--- config.mk ---
export PLATFORM = sky130hd
export DESIGN_NAME = shift_counter_gen
export DESIGN_NICKNAME = d
export VERILOG_FILES = /design/src/rtl/shift_counter_gen.sv
export SDC_FILE = /design/constraint.sdc
export NUM_CORES = 1
export LEC_CHECK = 0
export CORE_ASPECT_RATIO = 0.9
export CORE_MARGIN = 8
export CORE_UTILIZATION = 30
export DETAILED_ROUTE_END_ITERATION = 7
export GPL_ROUTABILITY_DRIVEN = 0
export SYNTH_ARGS = -nofsm -noshare
export SYNTH_HDL_FRONTEND = slang
export SYNTH_SLANG_ARGS = --single-unit
export TNS_END_PERCENT = 5
--- constraint.sdc ---
create_clock -name clk -period 6.4 [get_ports clk]
set_input_delay 1.28 -clock clk [delete_from_list [all_inputs] [get_ports clk]]
set_output_delay 1.28 -clock clk [all_outputs]
set_load 0.02 [all_outputs]
--- src/rtl/shift_counter_gen.sv ---
// rtl/shift_counter_gen.sv - parametrised Johnson/ring shift counter with phase decode
//
// Purpose: generates a Johnson (2*WIDTH states) or one-hot ring (WIDTH states)
// sequence, up or down, with enable, parallel load, self-correction of illegal
// states, a decoded phase index and registered wrap / illegal pulses.
//
// Ports:
//   clk      - rising-edge clock
//   rst      - synchronous active-low reset
//   en       - count enable, one step per cycle
//   dir      - 0 = up, 1 = down
//   mode     - 0 = Johnson, 1 = ring
//   load     - parallel load strobe (beats en)
//   load_val - value written verbatim on load
//   q        - registered counter state
//   phase    - position of q in the current mode's sequence (0 when illegal)
//   wrap     - one-cycle pulse after a step that wrapped the sequence
//   illegal  - one-cycle pulse after an illegal state was corrected
module shift_counter_gen #(
    parameter int WIDTH = 8,
    parameter int PW    = $clog2(2*WIDTH)
) (
    input  logic             clk,
    input  logic             rst,
    input  logic             en,
    input  logic             dir,
    input  logic             mode,
    input  logic             load,
    input  logic [WIDTH-1:0] load_val,
    output logic [WIDTH-1:0] q,
    output logic [PW-1:0]    phase,
    output logic             wrap,
    output logic             illegal
);

    localparam logic [PW-1:0] LAST_J = PW'(2*WIDTH - 1);
    localparam logic [PW-1:0] LAST_R = PW'(WIDTH - 1);

    logic [WIDTH-1:0] r_q;
    logic             r_wrap;
    logic             r_illegal;

    logic [WIDTH-1:0] w_nq;
    logic             w_is_mask_q;
    logic             w_is_mask_nq;
    logic             w_onehot;
    logic             w_legal;
    logic [PW-1:0]    w_ones;
    logic [PW-1:0]    w_zeros;
    logic [PW-1:0]    w_ring_idx;
    logic [PW-1:0]    w_phase_j;
    logic [PW-1:0]    w_phase;
    logic             w_at_end;
    logic [WIDTH-1:0] w_step;
    logic [WIDTH-1:0] w_home;

    // A value is a low-order mask (2^k - 1) exactly when adding one clears
    // every set bit; Johnson legality is "q or ~q is such a mask".
    assign w_nq         = ~r_q;
    assign w_is_mask_q  = ((r_q  & (r_q  + WIDTH'(1))) == '0);
    assign w_is_mask_nq = ((w_nq & (w_nq + WIDTH'(1))) == '0);
    assign w_onehot     = (r_q != '0) && ((r_q & (r_q - WIDTH'(1))) == '0);
    assign w_legal      = mode ? w_onehot : (w_is_mask_q | w_is_mask_nq);

    // For legal patterns the popcounts equal the contiguous run lengths.
    always_comb begin
        w_ones     = '0;
        w_zeros    = '0;
        w_ring_idx = '0;
        for (int i = 0; i < WIDTH; i++) begin
            w_ones  = w_ones  + PW'(r_q[i]);
            w_zeros = w_zeros + PW'(w_nq[i]);
            if (r_q[i]) begin
                w_ring_idx = PW'(i);
            end
        end
    end

    // All-zeros and all-ones are both masks; checking q first gives them 0 and W.
    assign w_phase_j = w_is_mask_q ? w_ones : (PW'(WIDTH) + w_zeros);
    assign w_phase   = !w_legal ? '0 : (mode ? w_ring_idx : w_phase_j);

    assign w_at_end  = dir ? (w_phase == '0) : (w_phase == (mode ? LAST_R : LAST_J));

    always_comb begin
        w_step = r_q;
        if (dir) begin
            w_step = {(mode ? r_q[0] : ~r_q[0]), r_q[WIDTH-1:1]};
        end else begin
            w_step = {r_q[WIDTH-2:0], (mode ? r_q[WIDTH-1] : ~r_q[WIDTH-1])};
        end
    end

    assign w_home = mode ? WIDTH'(1) : '0;

    always_ff @(posedge clk) begin
        if (!rst) begin
            r_q       <= w_home;
            r_wrap    <= 1'b0;
            r_illegal <= 1'b0;
        end else if (load) begin
            r_q       <= load_val;
            r_wrap    <= 1'b0;
            r_illegal <= 1'b0;
        end else if (en) begin
            if (w_legal) begin
                r_q       <= w_step;
                r_wrap    <= w_at_end;
                r_illegal <= 1'b0;
            end else begin
                r_q       <= w_home;
                r_wrap    <= 1'b0;
                r_illegal <= 1'b1;
            end
        end else begin
            r_wrap    <= 1'b0;
            r_illegal <= 1'b0;
        end
    end

    assign q       = r_q;
    assign phase   = w_phase;
    assign wrap    = r_wrap;
    assign illegal = r_illegal;

endmodule
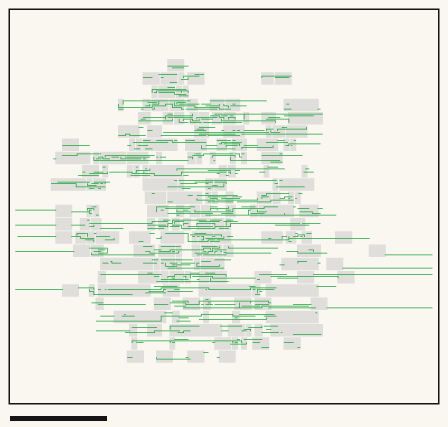
Fig. 1. Metal 1 (run 1).
Scale bar: 20 um. Cells faint in the background.
nets with wire on the layer	204
main direction	horizontal
longest straight run	26.7 um
share of all routed wire	49%
wire length on this layer	1770 um
total number of vias: 1227
fraction of met1 tracks used by global routing: 14.64%
Final Routed Wirelength: 3.608 mm

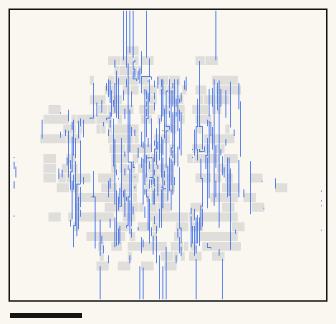
Fig. 2. M2 wires (run 1).
Scale bar: 20 um. Cells faint in the background.
wire length on this layer	1660 um
share of all routed wire	46%
met2 usage: 17.36%

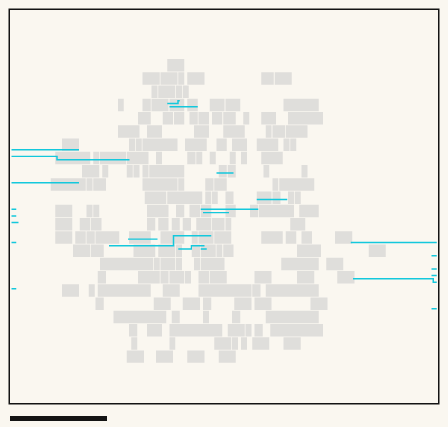
Fig. 3. M3 wires (run 1).
Scale bar: 20 um. Cells faint in the background.
share of all routed wire	4.5%
wire length on this layer	163 um

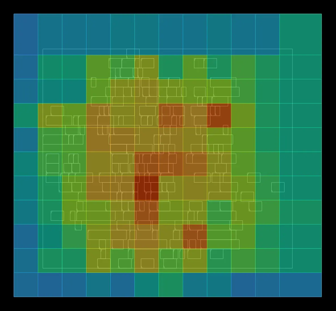
Fig. 4. Congestion heat map (run 1).
Routed WL per cell: 14.55 um
final core utilization: 39.19%
met3 track demand over resource: 2.752%

==> run notes, run 1 <==
Synthesis and place-and-route results.

- For the worst-skew pair, the clock arrives at the later sink with an insertion delay of 0.24 ns.
- The share of the clock period used by the worst path is 89.39%.
- By area, the combinational part of the netlist is dominated by adder cells.
- The XOR/XNOR share of the synthesized area is 2.509%.
- The total area inside the core boundary comes to 0.004461 mm2.
- The post-route setup TNS is 0 ns.
- Yosys reported that registers with async set or reset make up 0%.
- By instance count after routing, the leading logic cell types are clkdlybuf4s50_1 (27), inv_1 (18), nor2_1 (15).
- Net switching is 41.78% of the power.
- The number of antenna diodes in the final layout is 0.
- The floorplan report gives the top-level pin count as 28.
- The cell depth of the worst flop-to-flop path is 14.
- After detailed routing, the met2 layer carries 1.661 mm of wire.
- Counting flops and latches in the post-synthesis netlist gives 10.
- The final period demand of the worst path is 5.721 ns.
- The final report lists the setup-violating endpoint count as 0.
- The uppermost signal routing layer after detailed routing is met4.
- The full die area is 0.007097 mm2.
- The cell resize tally after clock tree synthesis is 0.
- The kind of end point of the critical path is an output pin.
- Pins over their slew limit in the final report were tallied at 0.
- Sequential cells account for 24.8% of the total power.
- The worst min-delay path category is register to register.
- The clock network burns 18.1% of the power.
- Summed over all layers, the global routing overflow is 0.
- The critical path starts at q[0]$_DFFE_PP_.
- In the routed design, unresolved DRC markers number 0.
- The number of buffers inserted during clock tree synthesis is 3.
- According to the floorplan report, the die width is 87.92 um.
- In the log, the iteration count for the first detailed-route pass is 4.
- Per the timing report, the most critical flop-to-flop path originates at q[0]$_DFFE_PP_.
- After floorplanning, the core was divided into 23 placement rows.
- The number of hold-repair buffers added at the cts stage is 0.
- STA classifies the critical path startpoint as a register.
- The flop-to-flop setup slack is 1.87 ns.
- After legalization and detailed placement, the total HPWL measured 2.871 mm.
- The via count of the first global-routing pass is 1277.
- The standby leakage power is 0.0006907 uW.
- After synthesis the cells add up to 0.001396 mm2.
- Setup repair after global routing left no endpoint under its margin.
- The number of instances in the synthesized netlist is 162.
- The main flop type after synthesis is edfxtp_1.
- The count of buffer and inverter cells on the critical path is 4.
- The endpoint of the worst register-to-register path is wrap$_SDFF_PP0_.
- The script logs the ratio of routed vias to standard cells as 4.948.
- The initial antenna violation count is 0.
- The internal power contribution is 220.3 uW.
- IR analysis of the VDD net gives a maximum drop of 0.0001092 V.
- The routed length on met1 is 1.766 mm.
- Per the CTS log, the maximum H-tree level is 1.
- The total tool warning count is 32.
- TritonCTS built the clock tree.
- The post-detailed-route count of antenna-violating nets is 0.
- The post-synth count of flops with an enable pin is 8.
- For this run, the post-layout net count is 221.
- Max fanout on the critical path was recorded as 11.
- The chip area line of the yosys report is 0.001396 mm2.
- The destination of the critical timing path is phase[2].
- The startpoint of the tightest hold check path is q[2]$_SDFFCE_PN0P_.
- The fraction of the yosys area taken by sequential cells is 20.07%.
- Hold timing on the final database bottoms out at a slack of 0.9384 ns.
- The ratio of cells with drive above 1 in the final layout is 7.527%.
- Walking the critical path from launch to capture passes 13 cell instances.
- The count of instantiated cells in the yosys netlist is 162.
- The number of port buffers is 27.
- The most prevalent standard cell on the critical path is fa_1.
- The synthesis report lists the Yosys warning total as 0.
- Registers take 280.3 um2.
- Counting endpoints that fail hold in the final report gives 0.
- The number of maximum-capacitance violations recorded for the run is 0.
- The startpoint-to-endpoint class of the critical path is register to output pin.
- Hold analysis shows the worst path with a depth of 2.
- Synthesis instantiated 52 different standard cells from the library.
- The adder-cell share of the synthesized area is 22.22%.
- The synthesized netlist net count is 196.
- In the floorplan report the effective utilization is 31.30%.
- The overall power after layout is 378.3 uW.
- The share of total power dissipated in combinational logic is 57.1%.
- The most common cell after layout, fill and taps aside is clkdlybuf4s50_1.
- The script computed a power per unit cell area of 216.5 mW/mm2.
- The net switching power figure is 158.1 uW.
- On the critical path, the stage with the largest delay is an instance of clkdlybuf4s50_1.
- Summing the areas of all and, or, nand and nor instances in the mapped netlist gives 20.61% of the synthesized area.
- On the worst path, the slowest cell contributes a delay of 0.62 ns.
- The violation tally recorded at the end of detailed-routing iteration 0 is 49.
- Global route summary, busiest routing layer listed as met2.
- The first global-routing pass estimated 6.182 mm of wire.
- The met3 wire length is 163 um.
- The final worst clock skew is 0.004099 ns.
- The compound-cell area share of the yosys netlist is 19.71%.
- STA shows the worst min-delay path finishing at q[3]$_SDFFCE_PN0P_.
- At the pin with the least slew margin, the transition time is 0.6477 ns.
- The worst pin sits at a relative slew slack of 56.42%.
- The OpenROAD report gives the critical path a data arrival time of 4.44 ns.
- Counting the fill cells in the layout gives 458.
- The family with the most delay on the worst path is adder cells.
- The height of the die is 80.73 um.
- The tree is rooted in a clkbuf_8.
- At the worst endpoint, the required time is 5.12 ns.
- The area overhead of the layout relative to synthesis is 25.18%.
- The mean post-synth cell area is 8.619 um2.
- The multiplexer area fraction after synthesis is 5.735%.
- According to the CTS report, the clock sink count is 10.
- Traced cell by cell, the critical path runs through inv_1 > fa_1 > fa_1 > fa_1 > inv_1 > ha_1 > inv_1 > fa_1 > xor2_1 > nor4_1 > o31ai_1 > nor2_1 > clkdlybuf4s50_1.
- The maximum number of pins on one net before global-route repair is 16.
- Per the layout area report, the combinational gate area comes to 988.4 um2.
- In this build the clock could be raised as far as 0.1748 GHz.
- The run finished with clean final reports.
- The buffer depth of the longest clock path is 2.
- Post-CTS timing repair inserted 0 buffers for setup.
- The total routing usage reported by global routing is 10.88%.
- The clock transition at the register clock pins on the worst setup and hold paths after CTS is 0.05 ns.
[run 1: cell families (layout without fill, tap and decap cells)]
logic type | after synthesis | in the layout
multiplexers | 8 | 8
adder cells (fa/ha/maj) | 20 | 20
flip-flops | 10 | 10
XOR/XNOR | 4 | 4
AND-OR/OR-AND | 40 | 40
buffers and inverters | 29 | 53
AND/OR/NAND/NOR | 51 | 51
[run 1: synth_stat cells, types with 3 or more instances]
library cell | n | area, um2
nor2_1 | 15 | 56.30
inv_1 | 18 | 67.56
o21ai_1 | 9 | 45.04
a21oi_1 | 7 | 35.03
edfxtp_1 | 8 | 240.2
ha_1 | 12 | 150.1
mux2i_1 | 8 | 80.08
nand3_1 | 3 | 15.01
buf_2 | 3 | 15.01
nor4_1 | 3 | 18.77
nand2b_1 | 3 | 18.77
fa_1 | 8 | 160.2
nand2_1 | 10 | 37.54
nor2b_1 | 3 | 18.77
o21ai_0 | 4 | 20.02
[run 1: power by group through the flow]
stage	clock (uW)	sequential [uW]	combinational, uW
CTS	69.7	94.0	218
detailed placement	0	95.1	216
global placement	0	94.7	213
global route	73.6	95.7	246
finish	68.3	93.8	216
floorplan	0	91.3	155
[run 1: sequential cells by signal (all words and copies together) (netlist names)]
name and cells:
q 8, illegal 1, wrap 1
[run 1: through the flow]
step	instance area (um2)	setup WS, ns	utilization (%)	instances
after floorplan	1396	1.525	-	162
after global placement	1703	1.017	38.18	244
after detailed placement	1703	0.9725	38.18	244
after CTS	1748	0.6820	39.19	248
after global routing	1748	0.4638	39.19	248
final	1748	0.6793	39.19	248
[run 1: final cells by class]
class / count / share of cell area, %
Inverter: 21 / 4.510
Multi-Input combinational cell: 123 / 56.55
Sequential cell: 10 / 16.03
Timing Repair Buffer: 28 / 15.89
Tap cell: 62 / 4.438
Clock buffer: 4 / 2.577
==> run 2, diff against run 1 <==
CTS_BUF_LIST = sky130_fd_sc_hd__clkbuf_4 sky130_fd_sc_hd__clkbuf_8   (was unset)
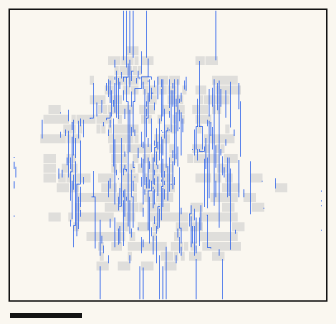
Fig. 5. M2 wires (run 2).
Scale bar: 20 um. Cells faint in the background.
longest straight run	40.8 um
share of all routed wire	46%
main direction	vertical
total number of vias: 1240
Final Routed Wirelength: 3.614 mm

==> run 2 against run 1 <==
  * Clock skew hardly changed
  * Clock power up 6.3%
  * Register-to-register slack is essentially flat
  * Cell count unchanged
  * Critical endpoint unchanged
  * First-iteration DRC count up 4.1%
  * Die size did not move
  * Fmax is 0.20% higher
  * Wire length increased by 0.17%
  * Final area grew 0.21%
==> run notes, run 2 <==
Synthesis and place-and-route results.

- The kind of end point of the critical path is an output pin.
- The share of total power in combinational logic is 56.5%.
- The total overflow left after global routing is 0.
- The run reported a max-capacitance violation count of 0.
- The number of instances in the synthesized netlist is 162.
- The maximum vdd ir drop is 0.0001092 V.
- The count of pins on the block boundary is 28.
- The horizontal extent of the die is 87.92 um.
- The largest total area in the synthesized netlist belongs to edfxtp_1.
- The mean post-synth cell area is 8.619 um2.
- The clock tree from TritonCTS is yes.
- Per the log, the first TritonRoute iteration ended with a DRC count of 51.
- Yosys reported that registers with async set or reset make up 0%.
- The count of cells in the finished layout, fillers not included, comes to 248.
- The die covers 0.007097 mm2.
- In the CTS report, the clock slew at the register clock pins of the worst setup and hold paths is listed as 0.05 ns.
- The total routing usage reported by global routing is 10.88%.
- The area taken by multi-input logic gates is 988.4 um2.
- The highest net fanout along the worst path is 11.
- Setup repair after global routing left no endpoint under its margin.
- The setup path with the least slack is of type register to output pin.
- At the worst endpoint, the arrival time is 4.43 ns.
- The number of rows in the core area is 23.
- At the floorplan stage, the core utilization is reported as 31.30%.
- Entering global routing, the biggest net connects 16 pins.
- Per the final layout report, the fraction of cells sized above drive strength 1 comes to 8.065%.
- In the final routed layout, each cell accounts on average for 14.57 um.
- The buffer depth of the longest clock path is 2.
- Per the CTS log, the maximum H-tree level is 1.
- The internal power contribution is 224.6 uW.
- Leaving out fill and tap cells, the most frequent cells in the layout are clkdlybuf4s50_1 (27), inv_1 (18), nor2_1 (15).
- The share of the synthesized area in the top cell type is 17.20%.
- Warnings raised by the tools during the run amount to 32.
- Power attributed to the clock group is 72.6 uW.
- The half-perimeter wire length after placement is 2.871 mm.
- The detailed router put a total of 1.746 mm of wire on met1.
- The count of buffers added on input and output ports is 27.
- The flow reported a cell area power density of 218.3 mW/mm2.
- The dominant power group in this design is combinational cells.
- The share of total power dissipated in sequential elements is 24.5%.
- In this run, post-CTS repair resized a total of 0 instances.
- The total instance count after detailed placement is 244.
- The number of buffers inserted during clock tree synthesis is 3.
- The commonest cells after synthesis are inv_1 (18), nor2_1 (15), ha_1 (12).
- The switching part of the total power is 41.27%.
- The antenna cell count is 0.
- The number of synthesized flops with an enable pin is 8.
- The clock net in this run drives a total of 10 sinks.
- From the final report, the count of setup violators was given as 0.
- The initial antenna violation count is 0.
- The cell at the root of the clock tree is clkbuf_8.
- The skew report gives the latency at the later pin of the worst-skew pair as 0.24 ns.
- The register with the most flip-flops in the layout has 8 of them.
- The worst hold path belongs to the class register to register.
- Relative to the synthesized area, the layout overhead comes to 25.45%.
- The routed layout reports a DRC error count of 0.
- The power consumed by sequential cells is 93.9 uW.
- The net count after synthesis is 196.
- The main flop type after synthesis is edfxtp_1.
- The run finished with clean final reports.
- The total of flip-flops plus latches after synthesis is 10.
- According to the floorplan report, the placeable core area is 0.004461 mm2.
- The final timing report lists a hold violation count of 0.
- Per the final report, max-transition violations number 0.
- The slew at the pin with the worst max-slew slack is 0.6497 ns.
- Summed over all nets, wire length on met3 after detailed routing comes to 180 um.
- For this design, Yosys synthesis ends with a cell count of 162.
- After clock tree synthesis, the setup repair step added 0 buffers.
- In this run the vertical extent of the chip is 80.73 um.
- The total met2 wirelength after detailed routing is 1.670 mm.
- The via count of the first global-routing pass is 1277.
- The most common cell after layout, fill and taps aside is clkdlybuf4s50_1.
- The most frequent cell after synthesis is inv_1.
- In this run the cell area measured after placement is 0.001703 mm2.
- The number of detailed-routing iterations run before antenna repair is 4.
- The final core utilization is 39.27%.
- The critical path startpoint category is a register.
- Nets still carrying antenna violations after routing amount to 0.
- After routing, the total negative slack on setup checks comes to 0 ns.
- The analysis attributes to cell leakage a power of 0.0006941 uW.
- Dividing the detail-routed via count by the number of cells gives 5.000.
- The net count reported at finish is 221.
- The post-route standard cell area excluding fillers is 0.001752 mm2.
- Subtracting the final worst setup slack from the clock period gives 5.709 ns.
- For this run, the number of Yosys warnings is 0.
- The highest achievable clock rate is 0.1752 GHz.
- The synthesized netlist occupies a cell area of 0.001396 mm2.
- Buffers inserted to repair hold after CTS numbered 0.
- The remaining max-slew budget at the tightest pin is 56.29%.
- The netlist uses 52 different library cells.
- Of the total power, the clock network draws 19.0%.
- The layout has 458 filler cells.
- The final timing summary puts the cycle share of the worst path at 89.21%.
- The hold slack is 0.9513 ns.
- Signal nets in the final route climb as high as met4.
- Per the OpenROAD power report, switching power amounts to 157.8 uW.
- The fraction of the yosys area taken by sequential cells is 20.07%.
- The area taken by sequential standard cells is reported as 280.3 um2.
- The power in combinational cells is 216 uW.
- The endpoint required time on the critical path is 5.12 ns.
- Ranked by total cell area, the synthesized netlist is headed by edfxtp_1 (17%), fa_1 (11%), ha_1 (11%), mux2i_1 (5.7%), inv_1 (4.8%).
- Yosys reports a chip area of 0.001396 mm2.
- The final worst clock skew is 0.004310 ns.
- The first-pass GRT wire length is 6.182 mm.
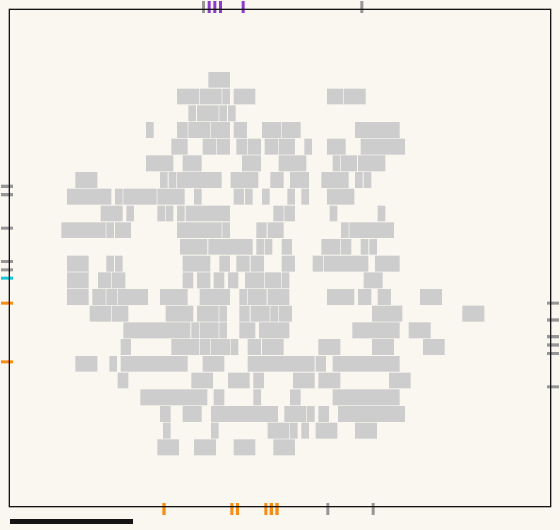
Fig. 6. Pin map (run 2).
Scale bar: 20 um. Pins as bars across the die edge, other pins in grey.
port	colour	pins	direction	edge
`load_val`	orange	8	input	6 south, 2 west
`rst`	cyan	1	input	west
`phase`	purple	4	output	north

==> run 2: layout make-up <==
cell class	instances	share of cell area, %
Timing Repair Buffer	28	15.86
Multi-Input combinational cell	123	56.43
Sequential cell	10	16.00
Tap cell	62	4.429
Clock buffer	4	2.786
Inverter	21	4.500
==> run 2: worst paths after layout <==
path / from / endpoint / slack [ns] / cells after the start
worst max-delay path: q[0]$_DFFE_PP_ / phase[2] / 0.69 / 13
worst min-delay path: q[6]$_SDFFCE_PN0P_ / q[5]$_SDFFCE_PN0P_ / 0.95 / 2
worst max register to register: q[0]$_DFFE_PP_ / wrap$_SDFF_PP0_ / 1.87 / 14
worst min register to register: q[6]$_SDFFCE_PN0P_ / q[5]$_SDFFCE_PN0P_ / 0.95 / 2
==> run 2: kinds of logic after synthesis <==
group                      count (synthesis)  share of synthesized area, %
buffers and inverters                     29                         9.139
DFF                                       10                         20.07
xor gates and xnor gates                   4                         2.509
and+or+nand+nor                           51                         20.61
adders and majority gates                 20                         22.22
muxes                                      8                         5.735
AOI/OAI and AO/OA                         40                         19.71
==> run 2: stage by stage <==
step	setup slack, ns	total power [uW]
finish	0.6909	382.4
global route	0.4633	419.6
CTS	0.6814	385.8
detailed placement	0.9725	310.7
global placement	1.017	307.8
floorplan	1.525	246.4
==> run 2: routing by layer <==
layer,vias to the layer above,global-route usage [%]
li1,621,-
met1,576,14.64
met2,41,17.36
met3,2,2.752
met4,0,1.544
met5,-,0
==> run 2: worst max-delay path, cell delays in order, from the launching register on <==
cell and delay [ns]:
edfxtp_1 0.60, inv_1 0.20, fa_1 0.58, fa_1 0.43
fa_1 0.44, inv_1 0.07, ha_1 0.17, inv_1 0.07
fa_1 0.40, xor2_1 0.16, nor4_1 0.20, o31ai_1 0.15
nor2_1 0.12, clkdlybuf4s50_1 0.62
Power is estimated from default activity; no workload was simulated.
